==> src/rtl/apb_slave_mem.sv <==
// ---------------------------------------------------------------------------
// apb_slave_mem
//
// APB completer backed by a small word-addressed register memory. The slave
// latches the address, direction and write data in the setup phase. It then
// completes the transfer in the access phase, with optional wait states.
// Out-of-range addresses complete with pslverr. Errored writes never touch
// the memory, and errored reads return zero.
//
// Optional feature macro: APB_SLV_WAIT_EN
//   defined   : each transfer inserts WAIT_CYCLES wait states.
//   undefined : there is no counter logic and every transfer is zero-wait.
//
// Ports:
//   top_clk  in   sole clock; all state changes on its rising edge
//   prst     in   asynchronous active-low reset (clears the memory as well)
//   psel     in   slave select
//   penable  in   access-phase strobe
//   pwr      in   1 = write, 0 = read
//   padd     in   word address        [ADD_WIDTH-1:0]
//   pwdata   in   write data          [DATA_WIDTH-1:0]
//   prdata   out  read data, zero unless a good read completes
//   pslverr  out  error response, only while pready is high
//   pready   out  transfer completion
// ---------------------------------------------------------------------------
module apb_slave_mem #(
  parameter int ADD_WIDTH   = 8,
  parameter int DATA_WIDTH  = 32,
  parameter int DEPTH       = 16,
  parameter int WAIT_CYCLES = 2
) (
  input  logic                  top_clk,
  input  logic                  prst,
  input  logic                  psel,
  input  logic                  penable,
  input  logic                  pwr,
  input  logic [ADD_WIDTH-1:0]  padd,
  input  logic [DATA_WIDTH-1:0] pwdata,
  output logic [DATA_WIDTH-1:0] prdata,
  output logic                  pslverr,
  output logic                  pready
);

  localparam int IDX_W = (DEPTH > 1) ? $clog2(DEPTH) : 1;
  localparam logic [ADD_WIDTH:0] DEPTH_LIM = DEPTH[ADD_WIDTH:0];

  typedef enum logic {
    IDLE   = 1'b0,
    ACCESS = 1'b1
  } state_e;

  state_e                  state_q, state_d;
  logic [ADD_WIDTH-1:0]    addr_q, addr_d;
  logic                    wr_q, wr_d;
  logic [DATA_WIDTH-1:0]   wdata_q, wdata_d;
  logic                    err_q, err_d;
  logic [DATA_WIDTH-1:0]   mem_q [DEPTH];

  logic                    setup_take;
  logic                    cnt_zero;
  logic                    wr_en;
  logic [IDX_W-1:0]        addr_idx;
  logic                    unused_addr;

  // A setup phase is only recognised from IDLE. A penable=1 seen in IDLE
  // is a stray access with no setup, so it is ignored.
  assign setup_take = (state_q == IDLE) && psel && !penable;

  // Only the low index bits address the memory. The full address is still
  // range-checked at latch time, so the upper bits never select a word.
  assign addr_idx    = addr_q[IDX_W-1:0];
  assign unused_addr = ^addr_q;

  // The write commits on the edge that ends the pready cycle. Errored and
  // aborted transfers never reach this point.
  assign wr_en = pready && wr_q && !err_q;

`ifdef APB_SLV_WAIT_EN
  logic [3:0] cnt_q, cnt_d;

  // The wait counter is loaded at setup. It counts down through the access
  // phase, and pready can only rise once it has reached zero.
  always_comb begin
    cnt_d = cnt_q;
    if (setup_take) begin
      cnt_d = WAIT_CYCLES[3:0];
    end else if ((state_q == ACCESS) && psel && (cnt_q != 4'd0)) begin
      cnt_d = cnt_q - 4'd1;
    end
  end

  always_ff @(posedge top_clk or negedge prst) begin
    if (!prst) begin
      cnt_q <= 4'd0;
    end else begin
      cnt_q <= cnt_d;
    end
  end

  assign cnt_zero = (cnt_q == 4'd0);
`else
  logic [31:0] unused_wait;

  assign unused_wait = WAIT_CYCLES;
  assign cnt_zero    = 1'b1;
`endif

  // State register
  always_ff @(posedge top_clk or negedge prst) begin
    if (!prst) begin
      state_q <= IDLE;
    end else begin
      state_q <= state_d;
    end
  end

  // Next-state logic. Dropping psel during ACCESS abandons the transfer.
  // A completed transfer always passes back through IDLE, so a new setup
  // is never accepted in the pready cycle itself.
  always_comb begin
    state_d = state_q;
    case (state_q)
      IDLE: begin
        if (setup_take) begin
          state_d = ACCESS;
        end
      end
      ACCESS: begin
        if (!psel || pready) begin
          state_d = IDLE;
        end
      end
      default: state_d = IDLE;
    endcase
  end

  // Output logic
  always_comb begin
    pready  = (state_q == ACCESS) && cnt_zero && psel && penable;
    pslverr = pready && err_q;
    prdata  = '0;
    if (pready && !wr_q && !err_q) begin
      prdata = mem_q[addr_idx];
    end
  end

  // The setup-phase latches are the only view of the request that the
  // access phase uses. Later changes on the bus therefore have no effect.
  always_comb begin
    addr_d  = addr_q;
    wr_d    = wr_q;
    wdata_d = wdata_q;
    err_d   = err_q;
    if (setup_take) begin
      addr_d  = padd;
      wr_d    = pwr;
      wdata_d = pwdata;
      err_d   = ({1'b0, padd} >= DEPTH_LIM);
    end
  end

  always_ff @(posedge top_clk or negedge prst) begin
    if (!prst) begin
      addr_q  <= '0;
      wr_q    <= 1'b0;
      wdata_q <= '0;
      err_q   <= 1'b0;
    end else begin
      addr_q  <= addr_d;
      wr_q    <= wr_d;
      wdata_q <= wdata_d;
      err_q   <= err_d;
    end
  end

  // Memory array. Reset clears every word, so a write still pending when
  // reset arrives is lost.
  always_ff @(posedge top_clk or negedge prst) begin
    if (!prst) begin
      for (int i = 0; i < DEPTH; i++) begin
        mem_q[i] <= '0;
      end
    end else if (wr_en) begin
      mem_q[addr_idx] <= wdata_q;
    end
  end

endmodule

==> config.mk <==
export PLATFORM = sky130hd
export DESIGN_NAME = apb_slave_mem
export DESIGN_NICKNAME = d
export VERILOG_FILES = /design/src/rtl/apb_slave_mem.sv
export SDC_FILE = /design/constraint.sdc
export NUM_CORES = 1
export LEC_CHECK = 0
export CORE_MARGIN = 1
export CORE_UTILIZATION = 60
export DETAILED_ROUTE_END_ITERATION = 8
export PLACE_DENSITY = 0.85
export SKIP_CTS_REPAIR_TIMING = 1
export SYNTH_ARGS = -nofsm -noshare
export SYNTH_HDL_FRONTEND = slang
export SYNTH_SLANG_ARGS = --single-unit
==> constraint.sdc <==
create_clock -name top_clk -period 2.94 [get_ports top_clk]
set_input_delay 0.735 -clock top_clk [delete_from_list [all_inputs] [get_ports top_clk]]
set_output_delay 0.735 -clock top_clk [all_outputs]
set_load 0.005 [all_outputs]
==> run_1/metal_stack.png <==
Two of the layers only.
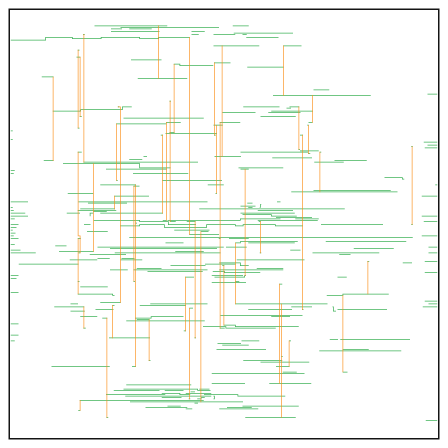
- green: met3 (wire length 4150 µm)
- orange: met4 (wire length 1870 µm)

==> run_1/port_nets.png <==
The bar under the picture is 50 µm long.
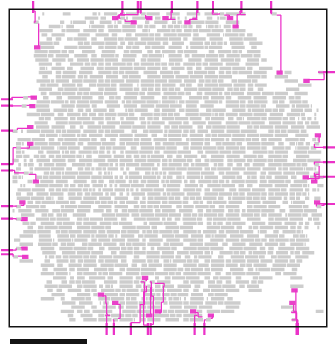
- magenta: pwdata (bits 32; direction input; edge 9 top, 9 left, 9 bottom, 5 right; end cells 32; buffers 32; wire 629 µm)

==> run_1/met2.png <==
The bar under the picture is 50 µm long.
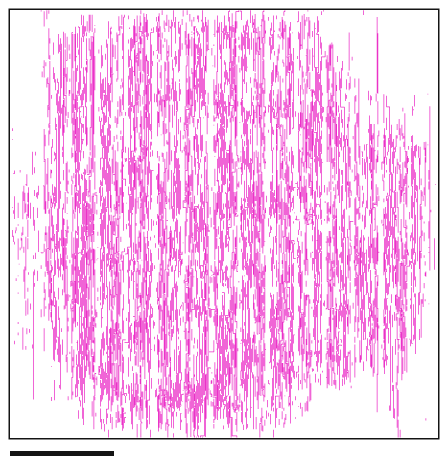
- main direction: vertical
- longest straight run: 80.1 µm
- nets with wire on the layer: 1629
- share of all routed wire: 50%

==> flow_metrics.rpt, run 1 <==
==== FLOW RESULTS ====
----------------------------------------------------
[Finish]
  Final Core Density ........................ 71.83%
  Share of layout cells above drive strength 1 ........................ 55.92%
  Most common logic cells in the final layout ........................ sky130_fd_sc_hd__dfrtp_1, sky130_fd_sc_hd__mux2_2, sky130_fd_sc_hd__mux4_2
  Cell area after layout ........................ 29260 µm²
  Number of standard cells in the layout, taps in and fillers out ........................ 2231
  Number of nets in the final layout ........................ 1701
  Growth of design area from synthesis to finish ........................ 18.15%
  Number of diodes ........................ 0

[Worst setup path]
  Maximum net fanout on the critical path ........................ 8
  Startpoint class of the critical path ........................ register
  Worst EP arrival ........................ 2520 ps
  Setup slack of the most critical reg-to-reg path ........................ 250 ps
  Category of the worst setup path capture point ........................ primary output
  Type of the worst setup path ........................ register to primary output

[Logic synthesis]
  Synth Instances ........................ 1532
  Sequential element share of the synthesized area ........................ 55.67%
  Simple-Gate Area Share ........................ 2.041%
  Mapped Avg Cell Area ........................ 16.17 µm²
  FFs w/ async S/R, synth ........................ 100.0%
  AO/OA Area Share ........................ 1.152%
  Synthesis area per yosys ........................ 24770 µm²
  Post-synthesis sequential element count ........................ 551
  Top cells, area ........................ sky130_fd_sc_hd__dfrtp_1, sky130_fd_sc_hd__mux2_2, sky130_fd_sc_hd__mux4_2
  Number of distinct standard cells referenced by the synthesized netlist ........................ 25
  Count of library flops with an enable pin ........................ 0
  Dominant cell type by area after synthesis ........................ sky130_fd_sc_hd__dfrtp_1
  XORs/XNORs by Area ........................ 0%
  Post-synthesis cell count from yosys ........................ 1532
  Dominant combinational cell family by area after synthesis ........................ multiplexers
  Synth warn ........................ 0
  Main flop type after synthesis ........................ sky130_fd_sc_hd__dfrtp_1
  Cell area after synthesis ........................ 24770 µm²
  Mux share ........................ 37.89%
  Area share of the leading cell type in the synthesized netlist ........................ 55.67%
  Synthesized-area fraction occupied by adder cells ........................ 0%
  Library cell with the highest instance count after synthesis ........................ sky130_fd_sc_hd__dfrtp_1
  Number of nets at floorplan ........................ 1577

[Route]
  Post-detailed-route wirelength per cell ........................ 27.44 µm
  Antenna Nets Post-Route ........................ 0
  Total wire length ........................ 61230 µm
  Violation count after the first detailed-route iteration ........................ 1077
  Post-DR vias/cell ........................ 6.444
  Length of the first detailed-routing pass in iterations ........................ 5

[STA]
  Highest clock frequency the design can meet ........................ 0.3068 GHz
  Worst-margin pin slew ........................ 606.8 ps
  Final count of hold timing violations ........................ 0
  Shortest period the worst path allows ........................ 3260 ps
  Max_slew headroom ........................ 59.55%
  Worst setup skew after layout ........................ 22.34 ps
  Post-layout period usage of the worst path ........................ 110.9%
  Setup violators final ........................ 32
  Worst setup margin ........................ -319.8 ps
  Pins over their slew limit ........................ 0
  Unrepaired setup endpoints after global routing ........................ yes

[Power and ir drop]
  Fraction of power consumed by combinational cells ........................ 10.4%
  Internal Dissipation ........................ 13.11 mW
  Final Total Pwr ........................ 17.38 mW
  Switching share of power ........................ 24.55%
  Share of power burned in registers ........................ 47.3%
  Switching component of the power ........................ 4.267 mW
  Worst-case vdd ir drop ........................ 0.4673 mV
  Clock power share ........................ 42.3%
  Ratio of total power to cell area ........................ 593.8 nW/µm²

[CTS]
  Late-Pin Clk Latency ........................ 600 ps
  CTS tree ........................ yes
  CTS Buffer Depth ........................ 3
  Clock buffer count from CTS ........................ 54
  Root buffer cell ........................ sky130_fd_sc_hd__clkbuf_16
  Clock tree sinks ........................ 551

[Global routing]
  First-pass GRT wire length ........................ 90470 µm
  GR Overflow Total ........................ 0
  Via count of the first global-routing pass ........................ 15370
  Maximum number of pins on one net before global-route repair ........................ 76
  Total routing usage reported by global routing ........................ 28.81%
  Initial antenna violation count ........................ 1

[Place]
  HPWL after detailed placement ........................ 34740 µm
  Number of port buffers ........................ 78
  Placed standard-cell area ........................ 26730 µm²

[Floorplan]
  Core area ........................ 40740 µm²
  FP Util ........................ 60.80%
  Die H ........................ 205.2 µm
  Die x size ........................ 205.2 µm
  I/O Pins ........................ 79

[Status]
  Result of the run ........................ finished with violations
  Failing checks ........................ negative setup slack

[Min path]
  Min-delay worst type ........................ input pin to async pin

[Job]
  Log Warnings ........................ 27

----------------------------------------------------
run 1: sequential cells by signal (all words and copies together) (netlist names):
signal	cells
mem_q	512
wdata_q	32
addr_q	4
err_q	1
state_q	1
wr_q	1
run 1: critical path, stage by stage (launching register included):
cell,delay [ps]
sky130_fd_sc_hd__dfrtp_4,470
sky130_fd_sc_hd__buf_4,210
sky130_fd_sc_hd__buf_16,160
sky130_fd_sc_hd__mux4_2,520
sky130_fd_sc_hd__mux2i_2,230
sky130_fd_sc_hd__o221ai_1,160
sky130_fd_sc_hd__dlymetal6s2s_1,170
run 1: path summary, 6_finish.rpt:
check	startpoint	cells past startpoint	to
min in group top_clk	penable	3	state_q
min reg2reg	mem_q[405]	1	mem_q[405]
min	prst	1	wdata_q[3]
max reg2reg	wr_q	6	mem_q[488]
max in group asynchronous	prst	2	wdata_q[9]
max	addr_q[1]	6	prdata[29]
run 1: cells by family after synthesis:
| group | Yosys count |
|---|---|
| simple gates | 64 |
| flops | 551 |
| mux | 709 |
| buf+inv | 175 |
| compound gates | 33 |
run 1: power by group through the flow:
stage	Clock (mW)	Combinational [mW]	Sequential, mW
after detailed placement	0	1.53	8.35
after global placement	0	1.50	8.32
after global routing	7.74	1.90	8.26
after floorplan	0	1.05	8.03
final	7.35	1.80	8.22
after CTS	7.43	1.54	8.22
run 1: per-layer routing:
metal  vias up  wire (µm)  GRT usage [%]
met5         -          0              0
met2       500      30390          46.22
met1      7759      24820          39.50
met4         0       1865          10.58
li1       6004          -              -
met3       114       4149          5.575
run 1: cell type report:
class	instances	area, µm²
flip-flops and latches	551	13800
fillers	2418	11470
multi-input cells	806	10430
repair buffers	211	2342
clock buffers	76	1608
well taps	532	665.6
clock inverters	23	296.5
inverters	32	120.1
==> run_1/registers.png <==
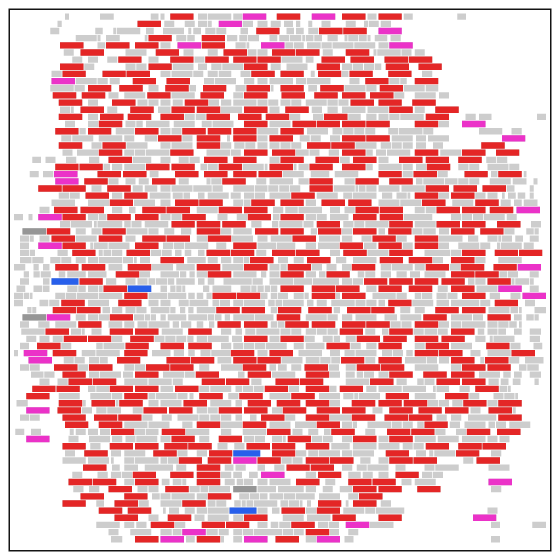

--- run 2 (diff from run 1) ---
Settings changed: CELL_PAD_IN_SITES_DETAIL_PLACEMENT set to 1, CELL_PAD_IN_SITES_GLOBAL_PLACEMENT set to 1, CORE_UTILIZATION 60 to 53, CTS_CLUSTER_SIZE set to 8, PLACE_DENSITY 0.85 to 0.87.
==> run_2/registers.png <==
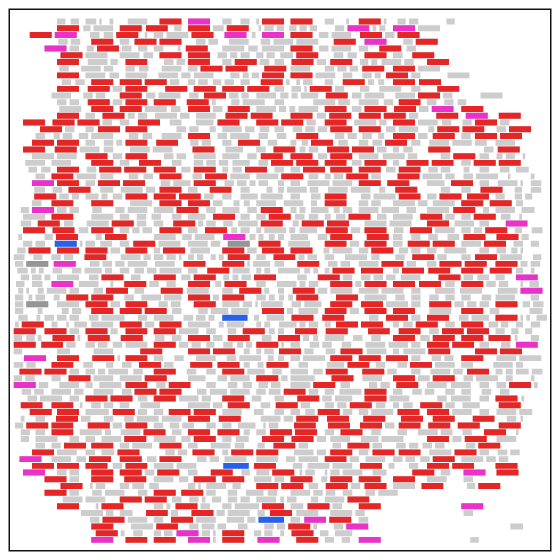
- blue: addr_q (sequential cells 4)
- magenta: wdata_q (sequential cells 32; where all over the die)
- red: mem_q (sequential cells 512; where all over the die)
- not colored: 3

==> run 2 against run 1 <==
Compared with the run above: routed wire length increased by 41%; hold slack better by 36 ps; highest routed layer unchanged; critical endpoint unchanged; synthesized cell count did not move; via count up 11%; die area rose by 13%; synthesized area is the same; sequential power rose by 0.9%; clock-buffer cell count is 8 higher; the flow still finishes with violations (negative setup slack).
==> flow_metrics.rpt, run 2 <==
==== FLOW RESULTS ====
----------------------------------------------------
[Finish]
  Most common logic cells in the final layout ........................ sky130_fd_sc_hd__dfrtp_1, sky130_fd_sc_hd__mux2_2, sky130_fd_sc_hd__mux4_2
  Non-clock buffer share of cell area ........................ 8.322% (+0.32 points)
  Filler cell count ........................ 3854 (+59%)
  Number of standard cells in the layout, taps in and fillers out ........................ 2299 (+3.0%)
  Top flop regs ........................ mem_q (512), wdata_q (32), addr_q (4)
  Area of the multi-input gates ........................ 10470 µm² (+0.31%)
  Seq area share ........................ 46.52% (-0.63 points)
  Combinational Gates ........................ 806 (unchanged)
  Clock buffer instance count of the final layout ........................ 84 (+11%)
  Share of layout cells above drive strength 1 ........................ 56.50% (+0.59 points)
  Area taken by flip-flops and latches ........................ 13800 µm² (unchanged)
  Clock buffers and inverters, area share ........................ 6.943% (+0.44 points)
  Number of diodes ........................ 0 (unchanged)
  Leading cell type in the layout, fill and taps excluded ........................ sky130_fd_sc_hd__dfrtp_1
  Register name with the most flops ........................ mem_q
  Flip-flop count of the largest register after layout ........................ 512 (unchanged)
  Number of signal-net inverters in the final layout ........................ 32 (unchanged)
  Seq_cells ........................ 551 (unchanged)
  Non-clock buffer count in the final layout ........................ 222 (+5.2%)
  Combinational fraction of the cell area ........................ 35.28% (-0.37 points)
  Growth of design area from synthesis to finish ........................ 19.76%
  Dominant class by area ........................ sequential cells

[Route]
  Violation count after the first detailed-route iteration ........................ 1454 (+35%)
  Post-DR vias/cell ........................ 6.922 (+7.4%)
  Post-detailed-route wirelength per cell ........................ 37.44 µm (+36%)
  Total wire length ........................ 86060 µm (+41%)
  Length of the first detailed-routing pass in iterations ........................ 5 (unchanged)
  Remaining design rule violation count ........................ 0

[Logic synthesis]
  Synth warn ........................ 0 (unchanged)
  Synthesis area per yosys ........................ 24770 µm² (unchanged)
  Mapped Avg Cell Area ........................ 16.17 µm² (unchanged)
  Number of nets at floorplan ........................ 1577 (unchanged)
  Area share of the leading cell type in the synthesized netlist ........................ 55.67% (unchanged)
  Main flop type after synthesis ........................ sky130_fd_sc_hd__dfrtp_1
  Synth Instances ........................ 1532 (unchanged)
  Library cell with the highest instance count after synthesis ........................ sky130_fd_sc_hd__dfrtp_1
  Cell area after synthesis ........................ 24770 µm² (unchanged)
  Dominant cell type by area after synthesis ........................ sky130_fd_sc_hd__dfrtp_1
  Count of library flops with an enable pin ........................ 0 (unchanged)
  Top cells, area ........................ sky130_fd_sc_hd__dfrtp_1, sky130_fd_sc_hd__mux2_2, sky130_fd_sc_hd__mux4_2
  Sequential element share of the synthesized area ........................ 55.67% (unchanged)
  Post-synthesis cell count from yosys ........................ 1532 (unchanged)
  Number of distinct standard cells referenced by the synthesized netlist ........................ 25 (unchanged)
  Post-synthesis sequential element count ........................ 551 (unchanged)

[Global routing]
  GR Overflow Total ........................ 0 (unchanged)
  Initial antenna violation count ........................ 0 (-1)
  Maximum number of pins on one net before global-route repair ........................ 86 (+13%)
  Total routing usage reported by global routing ........................ 33.19% (+4.4 points)

[Worst setup path]
  Type of the worst setup path ........................ register to primary output
  Worst setup path end ........................ prdata[29]
  Most Frequent Cell on Critical Path ........................ sky130_fd_sc_hd__buf_6
  Crit path launch ........................ addr_q[1]
  Worst EP arrival ........................ 2670 ps (+150 ps)
  Maximum net fanout on the critical path ........................ 11 (+3)
  Total number of cells along the worst setup path ........................ 7 (+1)
  Critical path buffers and inverters ........................ 4 (+1)
  Ordered cell list for the critical path ........................ buf_6, buf_6, clkbuf_16, mux4_2, mux2i_2, o221ai_1, clkbuf_2
  Startpoint class of the critical path ........................ register
  Category of the worst setup path capture point ........................ primary output
  Start of the worst register-to-register path ........................ addr_q[1]
  Setup slack of the most critical reg-to-reg path ........................ 210 ps (-40 ps)
  Cell count of the worst reg-to-reg path ........................ 7 (+1)
  Delay contributed by the slowest stage of the critical path ........................ 520 ps (about the same)
  Crit-path slowest cell ........................ sky130_fd_sc_hd__mux4_2

[Status]
  Failing checks ........................ negative setup slack
  Result of the run ........................ finished with violations

[STA]
  Final count of hold timing violations ........................ 0 (unchanged)
  Unrepaired setup endpoints after global routing ........................ yes
  Pins over their slew limit ........................ 0 (unchanged)
  Setup violators final ........................ 32 (unchanged)
  Highest clock frequency the design can meet ........................ 0.2937 GHz (-4.2%)
  Post-layout period usage of the worst path ........................ 115.8% (+4.9 points)
  Worst setup skew after layout ........................ 33.95 ps (+11.61 ps)
  Worst setup margin ........................ -464.4 ps (-144.7 ps)
  Max_slew headroom ........................ 49.77% (-9.8 points)
  Shortest period the worst path allows ........................ 3404 ps (+144.7 ps)

[Power and ir drop]
  Final Total Pwr ........................ 18.52 mW (+6.6%)
  Worst-case vdd ir drop ........................ 0.5199 mV (+11%)

[Floorplan]
  Inserted tap cell count ........................ 600 (+13%)
  Core area ........................ 45770 µm² (+12%)
  I/O Pins ........................ 79 (unchanged)
  Die H ........................ 218.2 µm (+6.3%)
  Die x size ........................ 218.2 µm (+6.3%)
  FP Util ........................ 54.11% (-6.7 points)

[CTS]
  Root buffer cell ........................ sky130_fd_sc_hd__clkbuf_16
  Clock tree sinks ........................ 551 (unchanged)
  CTS Buffer Depth ........................ 3 (unchanged)
  Late-Pin Clk Latency ........................ 620 ps (+20 ps)
  Clock buffer count from CTS ........................ 78 (+44%)

[Place]
  Worst slack after detailed placement ........................ -1080 ps
  Number of port buffers ........................ 78 (unchanged)

[Min path]
  Min-delay worst type ........................ input pin to async pin

[Job]
  Log Warnings ........................ 27 (unchanged)

----------------------------------------------------
==> run_2/port_nets.png <==
The bar under the picture is 50 µm long.
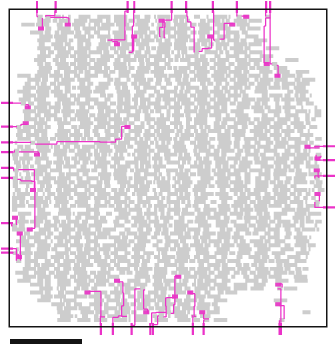
- magenta: pwdata (bits 32; direction input; edge 10 top, 9 left, 9 bottom, 4 right; end cells 32; buffers 32; wire 979 µm)

[run 2: metrics by stage]
| step | utilization (%) | cell area (µm²) |
|---|---|---|
| floorplan | - | 24770 |
| global placement | 58.68 | 26860 |
| detailed placement | 58.68 | 26860 |
| CTS | 63.18 | 28920 |
| global route | 64.81 | 29660 |
| finish | 64.81 | 29660 |
[run 2: power by group]
part,leakage (nW),total [mW],switching (mW),internal (mW)
clock network,1.01,8.24,3.45,4.80
logic,5.77,1.99,1.01,0.979
registers,7.60,8.29,0.522,7.77
total,14.4,18.5,4.98,13.5
[run 2: worst min path at each step]
| stage | end | startpoint | depth (start not counted) | slack, ps |
|---|---|---|---|---|
| after detailed placement | mem_q[404] | mem_q[404] | 1 | 480 |
| after floorplan | addr_q[0] | prst | 0 | 440 |
| after CTS | mem_q[476] | prst | 1 | 110 |
| final | wdata_q[3] | prst | 1 | 120 |
| after global routing | mem_q[508] | prst | 1 | 130 |
| after global placement | mem_q[405] | mem_q[405] | 1 | 460 |
[run 2: kinds of logic after synthesis]
group,synth area share [%]
multiplexers,37.89
AND/OR/NAND/NOR,2.041
flip-flops,55.67
buffers and inverters,3.248
AND-OR/OR-AND,1.152
[run 2: per-layer routing]
metal	share of wire, %	track usage (%)	wire length (µm)	up-vias
met2	50	55.03	43040	907
met1	38	42.47	32380	8651
met3	6.7	6.221	5784	318
met5	0	0	0	-
li1	-	-	-	6037
met4	5.7	15.31	4868	0
Power figures rest on the tool's default switching activity, not on a simulated workload.
